### Logic cells by family

Scale: 6 px per um.
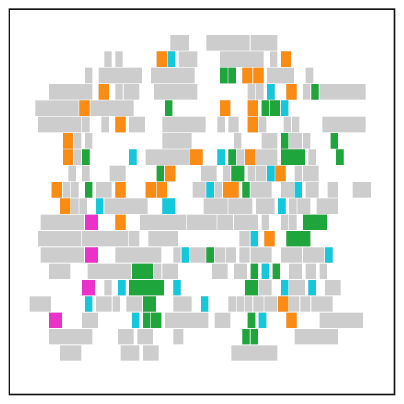
### Routed metal, one colour a layer

Scale: 6 px per um. Only two layers are drawn.
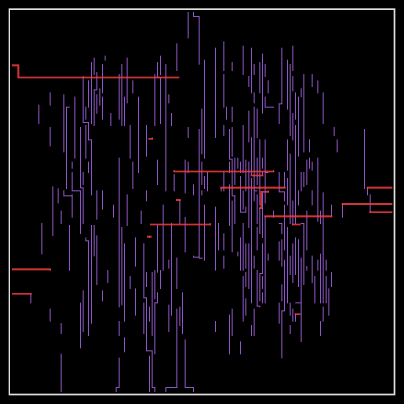
**src/rtl/i2c_bus_frontend.sv**
```systemverilog
// I2C slave bus front end: pin synchronisation, SCL edge and START/STOP detection,
// 7-bit address match, ACK drive on open-drain SDA and write-data enable for the receiver.
module i2c_bus_frontend #(
    parameter logic [6:0] SLAVE_ADDR = 7'h50
) (
    input  logic clk_i,
    input  logic reset_i,
    input  logic scl_i,
    input  logic sda_i,
    output logic sda_sync_o,
    output logic scl_pos_edge_detected_o,
    output logic scl_neg_edge_detected_o,
    output logic start_detected_o,
    output logic stop_detected_o,
    output logic addr_match_o,
    output logic rw_o,
    output logic data_en_o,
    output logic sda_pull_low_o,
    output logic busy_o
);

    typedef enum logic [2:0] {
        ST_IDLE,
        ST_ADDR,
        ST_ADDR_ACK,
        ST_WDATA,
        ST_WACK,
        ST_PASSIVE
    } state_t;

    logic scl_sync1, scl_sync2, scl_hist;
    logic sda_sync1, sda_sync2, sda_hist;

    // Everything resets to the idle-high bus level so leaving reset never
    // manufactures an SCL edge, START or STOP.
    always_ff @(posedge clk_i) begin
        if (reset_i) begin
            {scl_sync1, scl_sync2, scl_hist} <= 3'b111;
            {sda_sync1, sda_sync2, sda_hist} <= 3'b111;
        end else begin
            // NOTE: non-blocking assignments so each stage samples the previous stage's pre-edge value.
            scl_sync1 <= scl_i;
            scl_sync2 <= scl_sync1;
            scl_hist  <= scl_sync2;
            sda_sync1 <= sda_i;
            sda_sync2 <= sda_sync1;
            sda_hist  <= sda_sync2;
        end
    end

    logic scl_pos, scl_neg, sda_pos, sda_neg, start_det, stop_det;

    assign scl_pos   = scl_sync2 & ~scl_hist;
    assign scl_neg   = ~scl_sync2 & scl_hist;
    assign sda_pos   = sda_sync2 & ~sda_hist;
    assign sda_neg   = ~sda_sync2 & sda_hist;
    assign start_det = sda_neg & scl_sync2;
    assign stop_det  = sda_pos & scl_sync2;

    state_t      state_q, state_d;
    logic [7:0]  shift_q, shift_d;
    logic [2:0]  cnt_q, cnt_d;
    logic        done_q, done_d;
    logic        pull_q, pull_d;
    logic        den_q, den_d;
    logic        match_q, match_d;
    logic        rw_q, rw_d;
    logic        busy_q, busy_d;

    always_comb begin
        // NOTE: every *_d gets its hold value first; a missing default here would infer a latch.
        state_d = state_q;
        shift_d = shift_q;
        cnt_d   = cnt_q;
        done_d  = done_q;
        pull_d  = pull_q;
        den_d   = den_q;
        match_d = match_q;
        rw_d    = rw_q;
        busy_d  = busy_q;

        if (start_det || stop_det) begin
            // Bus conditions win over any SCL edge in the same cycle.
            state_d = start_det ? ST_ADDR : ST_IDLE;
            shift_d = '0;
            cnt_d   = '0;
            done_d  = 1'b0;
            pull_d  = 1'b0;
            den_d   = 1'b0;
            match_d = 1'b0;
            rw_d    = 1'b0;
            busy_d  = start_det;
        end else begin
            case (state_q)
                ST_ADDR: begin
                    if (scl_pos && !done_q) begin
                        shift_d = {shift_q[6:0], sda_sync2};
                        cnt_d   = cnt_q + 3'd1;
                        done_d  = (cnt_q == 3'd7);
                    end else if (scl_neg && done_q) begin
                        done_d = 1'b0;
                        cnt_d  = '0;
                        if (shift_q[7:1] == SLAVE_ADDR) begin
                            state_d = ST_ADDR_ACK;
                            pull_d  = 1'b1;
                            match_d = 1'b1;
                            rw_d    = shift_q[0];
                        end else begin
                            state_d = ST_PASSIVE;
                            pull_d  = 1'b0;
                        end
                    end
                end
                ST_ADDR_ACK: begin
                    if (scl_neg) begin
                        pull_d = 1'b0;
                        if (!rw_q) begin
                            state_d = ST_WDATA;
                            den_d   = 1'b1;
                            cnt_d   = '0;
                            done_d  = 1'b0;
                        end else begin
                            // Reads are served by a separate block; stay off the bus.
                            state_d = ST_PASSIVE;
                        end
                    end
                end
                ST_WDATA: begin
                    if (scl_neg) begin
                        if (cnt_q == 3'd7) begin
                            state_d = ST_WACK;
                            pull_d  = 1'b1;
                            cnt_d   = '0;
                            done_d  = 1'b1;
                        end else begin
                            cnt_d = cnt_q + 3'd1;
                        end
                    end
                end
                ST_WACK: begin
                    // data_en stays high so the receiver's bit counter keeps its 9-bit framing.
                    if (scl_neg) begin
                        state_d = ST_WDATA;
                        pull_d  = 1'b0;
                        cnt_d   = '0;
                        done_d  = 1'b0;
                    end
                end
                ST_IDLE, ST_PASSIVE: begin
                end
                default: begin
                    state_d = ST_IDLE;
                end
            endcase
        end
    end

    always_ff @(posedge clk_i) begin
        if (reset_i) begin
            state_q <= ST_IDLE;
            shift_q <= '0;
            cnt_q   <= '0;
            done_q  <= 1'b0;
            pull_q  <= 1'b0;
            den_q   <= 1'b0;
            match_q <= 1'b0;
            rw_q    <= 1'b0;
            busy_q  <= 1'b0;
        end else begin
            state_q <= state_d;
            shift_q <= shift_d;
            cnt_q   <= cnt_d;
            done_q  <= done_d;
            pull_q  <= pull_d;
            den_q   <= den_d;
            match_q <= match_d;
            rw_q    <= rw_d;
            busy_q  <= busy_d;
        end
    end

    assign sda_sync_o              = sda_sync2;
    assign scl_pos_edge_detected_o = scl_pos;
    assign scl_neg_edge_detected_o = scl_neg;
    assign start_detected_o        = start_det;
    assign stop_detected_o         = stop_det;
    assign addr_match_o            = match_q;
    assign rw_o                    = rw_q;
    assign data_en_o               = den_q;
    assign sda_pull_low_o          = pull_q;
    assign busy_o                  = busy_q;

endmodule

```
**config.mk**
```make
export PLATFORM = sky130hd
export DESIGN_NAME = i2c_bus_frontend
export DESIGN_NICKNAME = d
export VERILOG_FILES = /design/src/rtl/i2c_bus_frontend.sv
export SDC_FILE = /design/constraint.sdc
export NUM_CORES = 1
export LEC_CHECK = 0
export ABC_AREA = 1
export CAP_MARGIN = 20
export CORE_MARGIN = 3
export CORE_UTILIZATION = 40
export CTS_BUF_LIST = sky130_fd_sc_hd__clkbuf_8
export DETAILED_ROUTE_END_ITERATION = 8
export PLACE_DENSITY = 0.57
export SLEW_MARGIN = 10
export SYNTH_ARGS = -nofsm -noshare
export SYNTH_HDL_FRONTEND = slang
export SYNTH_SLANG_ARGS = --single-unit
```
**constraint.sdc**
```tcl
create_clock -name clk_i -period 1.47 [get_ports clk_i]
set_input_delay 0.294 -clock clk_i [delete_from_list [all_inputs] [get_ports clk_i]]
set_output_delay 0.294 -clock clk_i [all_outputs]
set_load 0.02 [all_outputs]
```
==> Changelog: implementation <==
### Implementation results

* Element type at the critical path start: flop
* Largest Register: shift_q
* Mapped Area at 1340 um2
* Switch share at 0.318
* Final setup margin at 0.0964 ns
* Cells after Synth at 188
* Status: completed
* Worst-margin pin slew at 0.286 ns
* Area grow syn2layout at 25.6%
* Clk pwr share at 0.236
* Final Total Pwr at 0.00162 W
* Worst-path maximum fanout at 4
* Max reg flops at 8
* Routability cong. at 0.890
* Late-Pin Clk Latency at 0.26 ns
* Drt initial violations at 77
* Top-count cell post-synth: nand2_1
* Gate power share at 0.286
* CP delay by family, top: simple AND/OR/NAND/NOR gates
* IO Count at 14
* Setup crit end kind: flop
* First-pass GRT wire length at 5000 um
* CP max stage cell: dfxtp_2
* Placed Cells incl. Taps at 261
* Diodes inserted at 0
* Yosys Chip Area at 1340 um2
* Maximum vdd ir drop at 684 uV
* DR DRC count at 0
* Final Util at 0.540
* Place WS at -0.108 ns
* CP Buf/Inv Count at 1
* R2R Setup Slk at 0.1 ns
* Max cap viols at 0
Notes on 'Logic cells by family' above:
nor cells -> green  # cells 30
inv cells -> cyan  # cells 23
aoi and oai cells -> orange  # cells 27
and/or cells -> magenta  # cells 4
multi-input gate share of total cell area: 0.440
Commonest Layout Cell: nand2_1
Layout Cells excl Fill: 264

Notes on 'Routed metal, one colour a layer' above:
metal 2 -> purple  # wire length 1450 um
metal 3 -> red  # wire length 111 um
GRT Resource Usage Total: 0.154
DR WL/cell: 11.0 um
routed via count: 1270
total wire length: 2900 um

kinds of logic (layout without fill, tap and decap cells):
family          count (synthesis)  in the layout  share of synthesized area
simple gates                  109            109                      0.421
compound gates                 27             27                      0.103
buf+inv                        24             56                     0.0698
flops                          26             26                      0.387
fa+ha+maj                       2              2                     0.0186
routing by layer:
layer / part of all wire / global-route usage
met4: 0.018 / 0.0566
met3: 0.038 / 0.0264
met5: 0 / 0
met1: 0.45 / 0.181
met2: 0.50 / 0.275
cell type report:
type | instances | area (um2)
sequential | 26 | 527
timing repair buffer | 30 | 233
fill | 334 | 1440
multi-input combinational | 138 | 743
clock buffer | 3 | 41.3
tap | 44 | 55.1
inverter | 23 | 88.8
worst paths after layout:
check | end | startpoint
setup / recovery | state_q[1] | cnt_q[0]
hold / removal | scl_sync2 | scl_sync1
setup reg to reg | state_q[1] | cnt_q[0]
hold reg to reg | scl_sync2 | scl_sync1
cells in the final DEF (no fill, tap or decap), types with 3 or more instances in the layout:
cell type,n
or2_2,4
dfxtp_1,21
o21ai_1,3
inv_1,16
o21ai_0,5
nand2_1,44
nand2_4,3
nor2_1,20
dfxtp_2,5
nand2_2,8
dlygate4sd2_1,6
nor2_2,3
clkbuf_8,3
a21oi_1,17
nand3_1,10
nand3_2,7
nor2_4,3
inv_2,6
buf_4,18
clkdlybuf4s50_1,3
power by group through the flow:
stage               Sequential (W)  Combinational, W  Clock (W)
CTS                       0.000772          0.000462   0.000402
finish                    0.000774          0.000464   0.000383
detailed placement        0.000789          0.000468          0
floorplan                 0.000795          0.000336          0
global route              0.000780          0.000523   0.000435
global placement          0.000787          0.000463          0
timing repair:
item / in CTS / in global routing
gates resized: 20 / 10
setup endpoints to repair: 10 / 11
buffers inserted: 0 / 0
hold buffers: 0 / 0
Power figures rest on the tool's default switching activity, not on a simulated workload.
